$ cat src/rtl/pkt_src_tx.sv
`default_nettype none
// ============================================================================
// Module      : pkt_src_tx
// Description : Per-port packet transmitter; turns a descriptor into a framed
//               header + payload burst, throttled by switch almost-full.
// Revision    : 1.0 - initial release
// ============================================================================
module pkt_src_tx #(
    parameter int DATA_WIDTH = 32,
    parameter int PORT_NUB   = 16,
    parameter int PRIORITY   = 8,
    parameter int LEN_W      = 10,
    parameter int MIN_GAP    = 1
) (
    input  logic                          external_clk,
    input  logic                          rst,
    input  logic                          cmd_vld,
    output logic                          cmd_ready,
    input  logic [$clog2(PORT_NUB)-1:0]   cmd_dst,
    input  logic [$clog2(PRIORITY)-1:0]   cmd_prio,
    input  logic [LEN_W-1:0]              cmd_len,
    input  logic [DATA_WIDTH-1:0]         cmd_seed,
    input  logic                          full_in,
    output logic                          wr_sop,
    output logic                          wr_eop,
    output logic                          wr_vld,
    output logic [DATA_WIDTH-1:0]         wr_data,
    output logic                          busy,
    output logic [15:0]                   pkt_cnt
);

    localparam int c_port_w = $clog2(PORT_NUB);
    localparam int c_prio_w = $clog2(PRIORITY);
    localparam int c_hdr_w  = c_port_w + c_prio_w + LEN_W;

    localparam logic [1:0] c_st_idle = 2'd0;
    localparam logic [1:0] c_st_head = 2'd1;
    localparam logic [1:0] c_st_body = 2'd2;
    localparam logic [1:0] c_st_gap  = 2'd3;

    localparam logic [3:0] c_gap_last = (MIN_GAP == 0) ? 4'd0 : 4'(MIN_GAP - 1);
    // With no gap configured the packet end lands straight back in IDLE.
    localparam logic [1:0] c_st_after_eop = (MIN_GAP == 0) ? c_st_idle : c_st_gap;
    localparam logic       c_ready_after_eop = (MIN_GAP == 0);

    logic [1:0]            r_state;
    logic                  r_cmd_ready;
    logic [c_port_w-1:0]   r_dst;
    logic [c_prio_w-1:0]   r_prio;
    logic [LEN_W-1:0]      r_len;
    logic [DATA_WIDTH-1:0] r_pay;
    logic [LEN_W-1:0]      r_idx;
    logic [3:0]            r_gap_cnt;
    logic                  r_sop;
    logic                  r_eop;
    logic                  r_vld;
    logic [DATA_WIDTH-1:0] r_data;
    logic [15:0]           r_pkt_cnt;
    logic [DATA_WIDTH-1:0] w_header;

    always_comb begin
        w_header                = '0;
        w_header[c_hdr_w-1:0]   = {r_len, r_prio, r_dst};
    end

    always_ff @(posedge external_clk) begin
        if (rst) begin
            r_state     <= c_st_idle;
            r_cmd_ready <= 1'b0;
            r_dst       <= '0;
            r_prio      <= '0;
            r_len       <= '0;
            r_pay       <= '0;
            r_idx       <= '0;
            r_gap_cnt   <= '0;
            r_sop       <= 1'b0;
            r_eop       <= 1'b0;
            r_vld       <= 1'b0;
            r_data      <= '0;
            r_pkt_cnt   <= '0;
        end else begin
            case (r_state)
                c_st_idle: begin
                    r_vld <= 1'b0;
                    r_sop <= 1'b0;
                    r_eop <= 1'b0;
                    if (r_cmd_ready && cmd_vld) begin
                        r_dst       <= cmd_dst;
                        r_prio      <= cmd_prio;
                        r_len       <= cmd_len;
                        r_pay       <= cmd_seed;
                        r_idx       <= '0;
                        r_cmd_ready <= 1'b0;
                        r_state     <= c_st_head;
                    end else begin
                        r_cmd_ready <= 1'b1;
                    end
                end
                c_st_head: begin
                    if (!full_in) begin
                        r_vld  <= 1'b1;
                        r_sop  <= 1'b1;
                        r_data <= w_header;
                        if (r_len == '0) begin
                            r_eop       <= 1'b1;
                            r_pkt_cnt   <= r_pkt_cnt + 16'd1;
                            r_gap_cnt   <= '0;
                            r_cmd_ready <= c_ready_after_eop;
                            r_state     <= c_st_after_eop;
                        end else begin
                            r_eop   <= 1'b0;
                            r_state <= c_st_body;
                        end
                    end else begin
                        r_vld <= 1'b0;
                        r_sop <= 1'b0;
                        r_eop <= 1'b0;
                    end
                end
                c_st_body: begin
                    r_sop <= 1'b0;
                    if (!full_in) begin
                        r_vld  <= 1'b1;
                        r_data <= r_pay;
                        r_pay  <= r_pay + DATA_WIDTH'(1);
                        r_idx  <= r_idx + LEN_W'(1);
                        if (r_idx == r_len - LEN_W'(1)) begin
                            r_eop       <= 1'b1;
                            r_pkt_cnt   <= r_pkt_cnt + 16'd1;
                            r_gap_cnt   <= '0;
                            r_cmd_ready <= c_ready_after_eop;
                            r_state     <= c_st_after_eop;
                        end else begin
                            r_eop <= 1'b0;
                        end
                    end else begin
                        // Back-pressure: bubble inside the packet, word index holds.
                        r_vld <= 1'b0;
                        r_eop <= 1'b0;
                    end
                end
                c_st_gap: begin
                    r_vld <= 1'b0;
                    r_sop <= 1'b0;
                    r_eop <= 1'b0;
                    if (r_gap_cnt == c_gap_last) begin
                        r_cmd_ready <= 1'b1;
                        r_state     <= c_st_idle;
                    end else begin
                        r_gap_cnt <= r_gap_cnt + 4'd1;
                    end
                end
                default: begin
                    r_state <= c_st_idle;
                end
            endcase
        end
    end

    assign cmd_ready = r_cmd_ready;
    assign wr_sop    = r_sop;
    assign wr_eop    = r_eop;
    assign wr_vld    = r_vld;
    assign wr_data   = r_data;
    assign busy      = (r_state != c_st_idle);
    assign pkt_cnt   = r_pkt_cnt;

endmodule
`default_nettype wire

$ cat config.mk
export PLATFORM = sky130hd
export DESIGN_NAME = pkt_src_tx
export DESIGN_NICKNAME = d
export VERILOG_FILES = /design/src/rtl/pkt_src_tx.sv
export SDC_FILE = /design/constraint.sdc
export NUM_CORES = 1
export LEC_CHECK = 0
export CORE_MARGIN = 2
export CORE_UTILIZATION = 30
export DETAILED_ROUTE_END_ITERATION = 16
export PLACE_DENSITY = 0.48
export SYNTH_ARGS = -nofsm -noshare
export SYNTH_HDL_FRONTEND = slang
export SYNTH_SLANG_ARGS = --single-unit
export TNS_END_PERCENT = 30
$ cat constraint.sdc
create_clock -name external_clk -period 3.55 [get_ports external_clk]
set_clock_uncertainty 0.05 [all_clocks]
set_input_delay 0.71 -clock external_clk [delete_from_list [all_inputs] [get_ports external_clk]]
set_output_delay 0.71 -clock external_clk [all_outputs]
set_load 0.01 [all_outputs]
==> run_1/layer_met1.png <==
(4 px per µm) Supply wires on this layer in gray. Cells faint in the background.
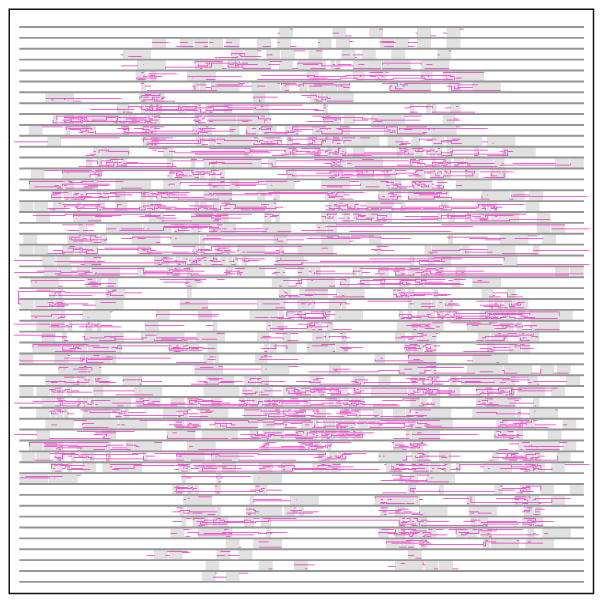
share of all routed wire: 46%
nets with wire on the layer: 823
longest straight run: 38.2 µm
main direction: horizontal
routed wire length: 18640 µm
M1 GR Usage: 0.2228
vias: 5983

==> run_1/layer_met4.png <==
(3 px per µm) Supply wires on this layer in gray.
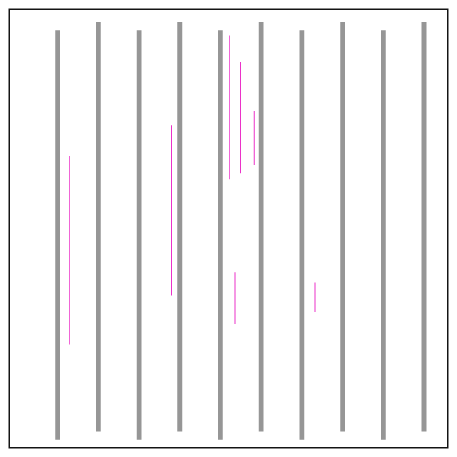
wire length on this layer: 248 µm
nets with wire on the layer: 6
longest straight run: 62.6 µm

==> flow_summary.yaml, run 1 <==
# yosys + openroad results
floorplan:
  initCoreUtil: 0.3075
  rows: 51
routing:
  dr.first_iter.drc_count: 384
  met1_length_um: 8551
  ant_nets: 0
  met2_length_um: 8696
  vias_per_cell: 5.285
cts:
  cts_resized: 0
  path_clk_slew_ps: 60
  cts_sinks: 117
timing:
  slew_violations: 0
  fin_crit_ps: 3297
  slew_headroom: 0.3605
  fmax_mhz: 303.3
  tightestPinTransition_ps: 959.2
critical_path:
  critical_path.max_fanout: 30
  crit_path_start_kind: "register"
  ff2ff_setup_slack_ps: 250
  path_buffers: 1
logic_synthesis:
  ff_type: "dfxtp_1"
  yosys_area_mm2: 0.006023
  async_flop_share: 0
power_and_ir_drop:
  clkPwrFrac: 0.314
  internal_power_mw: 3.491
  p_per_area_mw_per_mm2: 711.1
  p_comb_frac: 0.350
cells_and_area:
  comb_area_mm2: 0.003421
  area_growth_pct: 32.14
place:
  hpwlAfterDp_um: 13340
grt:
  grt_pass1_vias: 5889
  globalRoute.busiestLayer: "met2"
job:
  cap_violations: 0
outcome:
  run_status: "completed"
==> run_1/congestion.png <==
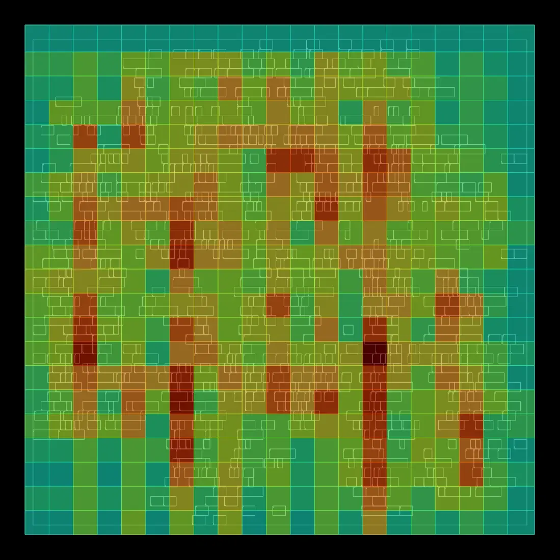
met2 usage in global routing: 0.2889
wire per inst: 16.47 µm

==> run 1: state kept, by name, indices dropped and copies added, names as in the netlist, 2 cells and up <==
signal,count
pkt_cnt,16
r_dst,4
r_gap_cnt,4
r_idx,10
r_len,10
r_pay,32
r_prio,3
r_state,2
wr_data,32
==> run 1: final timing paths <==
| check | from | end | depth (start not counted) |
|---|---|---|---|
| worst min register to register | r_prio[1]$_SDFFE_PP0P_ | r_prio[1]$_SDFFE_PP0P_ | 2 |
| worst max-delay path | r_len[0]$_SDFFE_PP0P_ | pkt_cnt[3]$_SDFFE_PP0P_ | 9 |
| worst max register to register | r_len[0]$_SDFFE_PP0P_ | pkt_cnt[3]$_SDFFE_PP0P_ | 9 |
| worst min-delay path | r_prio[1]$_SDFFE_PP0P_ | r_prio[1]$_SDFFE_PP0P_ | 2 |
==> run 1: cells in the mapped netlist, drive strengths merged, types with 4 or more instances <==
library cell	n	share of area
clkbuf	42	0.026
ha	11	0.023
a22oi	10	0.012
o22ai	5	0.0052
or4	11	0.014
dfxtp	117	0.39
a21oi	68	0.057
nor2b	10	0.010
nand4	13	0.014
and3	14	0.015
nand2b	4	0.0042
xor2	12	0.017
buf	6	0.0064
a211oi	22	0.027
or3	9	0.0093
mux2i	19	0.032
nand2	83	0.052
nor4	11	0.012
and2	6	0.0062
a31oi	7	0.0073
a22o	12	0.017
xnor2	8	0.012
nand3	29	0.024
a31o	4	0.0058
nor3	23	0.019
o21ai	41	0.034
inv	20	0.012
o2bb2ai	4	0.0058
or2	4	0.0042
o31ai	15	0.019
nor2	82	0.051
==> run 1: worst min-delay path: stages (launching register included) <==
cell and delay (ps):
dfxtp_1 310, nand2_1 50, a21oi_1 50
==> run 1: cell families (layout without fill, tap and decap cells) <==
family / after synthesis / in the layout / synth area share
AND-OR/OR-AND: 213 / 213 / 0.2273
XOR/XNOR: 20 / 20 / 0.02908
multiplexers: 21 / 21 / 0.03531
flip-flops: 117 / 117 / 0.3889
buffers and inverters: 68 / 175 / 0.04508
AND/OR/NAND/NOR: 310 / 310 / 0.2516
adder cells (fa/ha/maj): 11 / 11 / 0.02285
==> run 1: layout by cell type (no fill, tap or decap), types with 18 or more instances in the layout <==
| cell | n |
|---|---|
| dfxtp_1 | 117 |
| clkdlybuf4s50_1 | 104 |
| nand2_1 | 83 |
| nor2_1 | 81 |
| a21oi_1 | 66 |
| o21ai_0 | 40 |
| nand3_1 | 29 |
| nor3_1 | 23 |
| a211oi_1 | 22 |
| inv_1 | 20 |
| mux2i_1 | 19 |
| buf_4 | 18 |
==> run 1: cell type report <==
cell class              count  area share
clock buffers              17     0.05345
clock inverters            15     0.02295
inverters                  20    0.009432
well taps                 265     0.04166
flip-flops and latches    117      0.2943
multi-input cells         575      0.4298
repair buffers            123      0.1484
==> run 1: stage by stage <==
step | setup slack [ps] | area, µm² | total power [mW] | hold slack [ps]
after floorplan | 597.5 | 6023 | 3.136 | 385.7
after global placement | 372.5 | 7348 | 3.855 | 394.5
after detailed placement | 191.7 | 7348 | 3.897 | 397.7
after CTS | 187.1 | 7956 | 5.691 | 405.5
after global routing | 18.64 | 7959 | 6.033 | 426.9
final | 252.7 | 7959 | 5.659 | 405.9
==> run 1 -> run 2 <==
CORE_UTILIZATION = 53   (was 30)
PLACE_DENSITY = 0.8   (was 0.48)
SKIP_CTS_REPAIR_TIMING = 1   (was unset)
==> run_2/flops_by_reg.png <==
(4 px per µm)
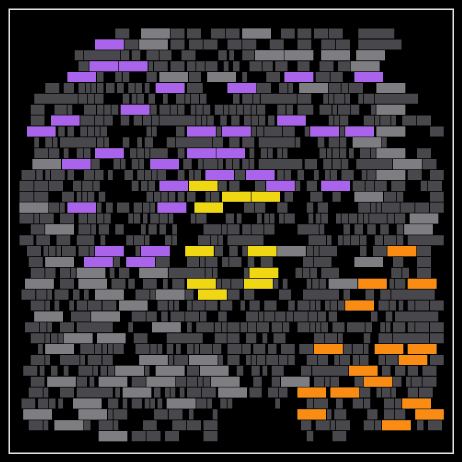
[yellow] r_idx | sequential cells: 10 | where: center
[orange] pkt_cnt | sequential cells: 16 | where: south-east
[purple] r_pay | sequential cells: 32
not colored: 59
register area: 0.002342 mm²
Seq group: 1.90 mW
Seq/total area: 0.2990
final core occ: 0.7131

==> run_2/congestion.png <==
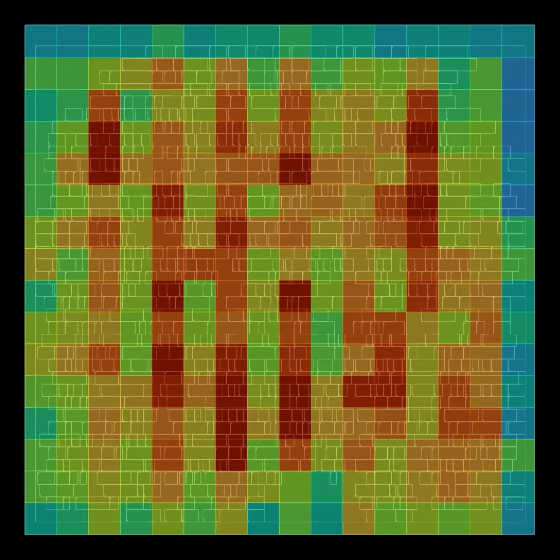
wire per inst: 17.08 µm
M1 GR Usage: 0.3488
met2 usage in global routing: 0.4613
met3 Track Usage GR: 0.07025

==> run_2/layer_met4.png <==
(4 px per µm) Supply wires on this layer in gray.
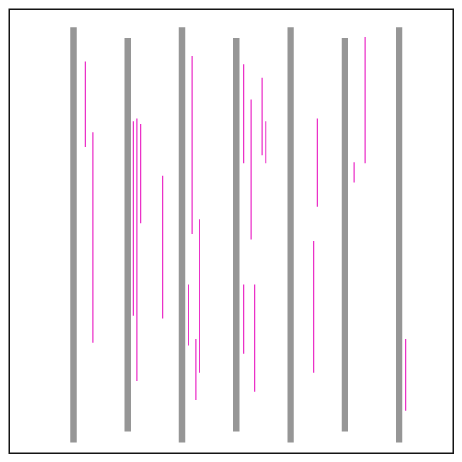
main direction: vertical
longest straight run: 65.3 µm
wire length on this layer: 599 µm
vias: 6169
routed wire length: 17100 µm

==> flow_summary.yaml, run 2 <==
# yosys + openroad results
cts:
  cts_sinks: 117
cells_and_area:
  area_growth_pct: 30.04
  mostFrequentLayoutCell: "dfxtp_1"
logic_synthesis:
  synth_xor_xnor_area_share: 0.02908
  logic_family: "simple AND/OR/NAND/NOR gates"
  aoi_share: 0.2273
  top_cells_by_area: "dfxtp_1 39%, a21oi_1 5.6%, nand2_1 5.2%"
  top_cells_by_count: "117 x dfxtp_1, 83 x nand2_1, 82 x nor2_1"
  ff_type: "dfxtp_1"
  simple_gate_area_frac: 0.2516
floorplan:
  rows: 38
timing:
  fin_crit_ps: 3245
  slew_violations: 0
  slew_headroom: 0.4463
outcome:
  run_status: "completed"
power_and_ir_drop:
  clkPwrFrac: 0.340
  p_per_area_mw_per_mm2: 742.7
  power_mw: 5.817
routing:
  dr.first_iter.drc_count: 477
place:
  hpwlAfterDp_um: 11760
  place_area_mm2: 0.007147
critical_path:
  path_buffers: 1
  crit_path_start_kind: "register"
  ff2ff_setup_slack_ps: 300
run 2: power groups by stage:
stage / Combinational [mW] / Sequential (mW) / Clock, mW
4_1_cts: 1.92 / 1.89 / 1.99
3_3_place_gp: 1.83 / 1.90 / 0
6_report: 1.94 / 1.90 / 1.98
2_1_floorplan: 1.31 / 1.83 / 0
5_1_grt: 2.15 / 1.93 / 2.05
3_5_place_dp: 1.90 / 1.91 / 0
run 2: path summary, 6_finish.rpt:
check | start | endpoint | cells after the start
hold reg to reg | r_prio[2]$_SDFFE_PP0P_ | r_prio[2]$_SDFFE_PP0P_ | 2
setup / recovery | r_len[0]$_SDFFE_PP0P_ | pkt_cnt[12]$_SDFFE_PP0P_ | 9
hold / removal | r_prio[2]$_SDFFE_PP0P_ | r_prio[2]$_SDFFE_PP0P_ | 2
setup reg to reg | r_len[0]$_SDFFE_PP0P_ | pkt_cnt[12]$_SDFFE_PP0P_ | 9
run 2: kinds of logic (layout without fill, tap and decap cells):
group	after synthesis	after routing
xor+xnor	20	20
flops	117	117
simple gates	310	310
mux	21	21
fa+ha+maj	11	11
buf+inv	68	169
compound gates	213	213
run 2: per-layer routing:
metal / share of wire / vias up / GRT usage
met5: 0 / - / 0
met4: 0.035 / 0 / 0.1408
met3: 0.068 / 50 / 0.07025
met2: 0.48 / 257 / 0.4613
met1: 0.42 / 2914 / 0.3488
li1: - / 2948 / -
run 2: area by class of cell:
cell class / instances / share of cell area
Clock inverter: 12 / 0.02875
Clock buffer: 20 / 0.05831
Multi-Input combinational cell: 575 / 0.4369
Tap cell: 140 / 0.02236
Timing Repair Buffer: 117 / 0.1450
Sequential cell: 117 / 0.2990
Inverter: 20 / 0.009585
run 2: tightest hold or removal path: stages (launching register included):
cell and delay [ps]:
dfxtp_1 300, nand2_1 50, a21oi_1 50
run 2: metrics by stage:
step,util,std cells
finish,0.7131,1001
global placement,0.6507,969
global route,0.7131,1001
CTS,0.7128,1001
detailed placement,0.6507,969
floorplan,-,760
Power figures rest on the tool's default switching activity, not on a simulated workload.
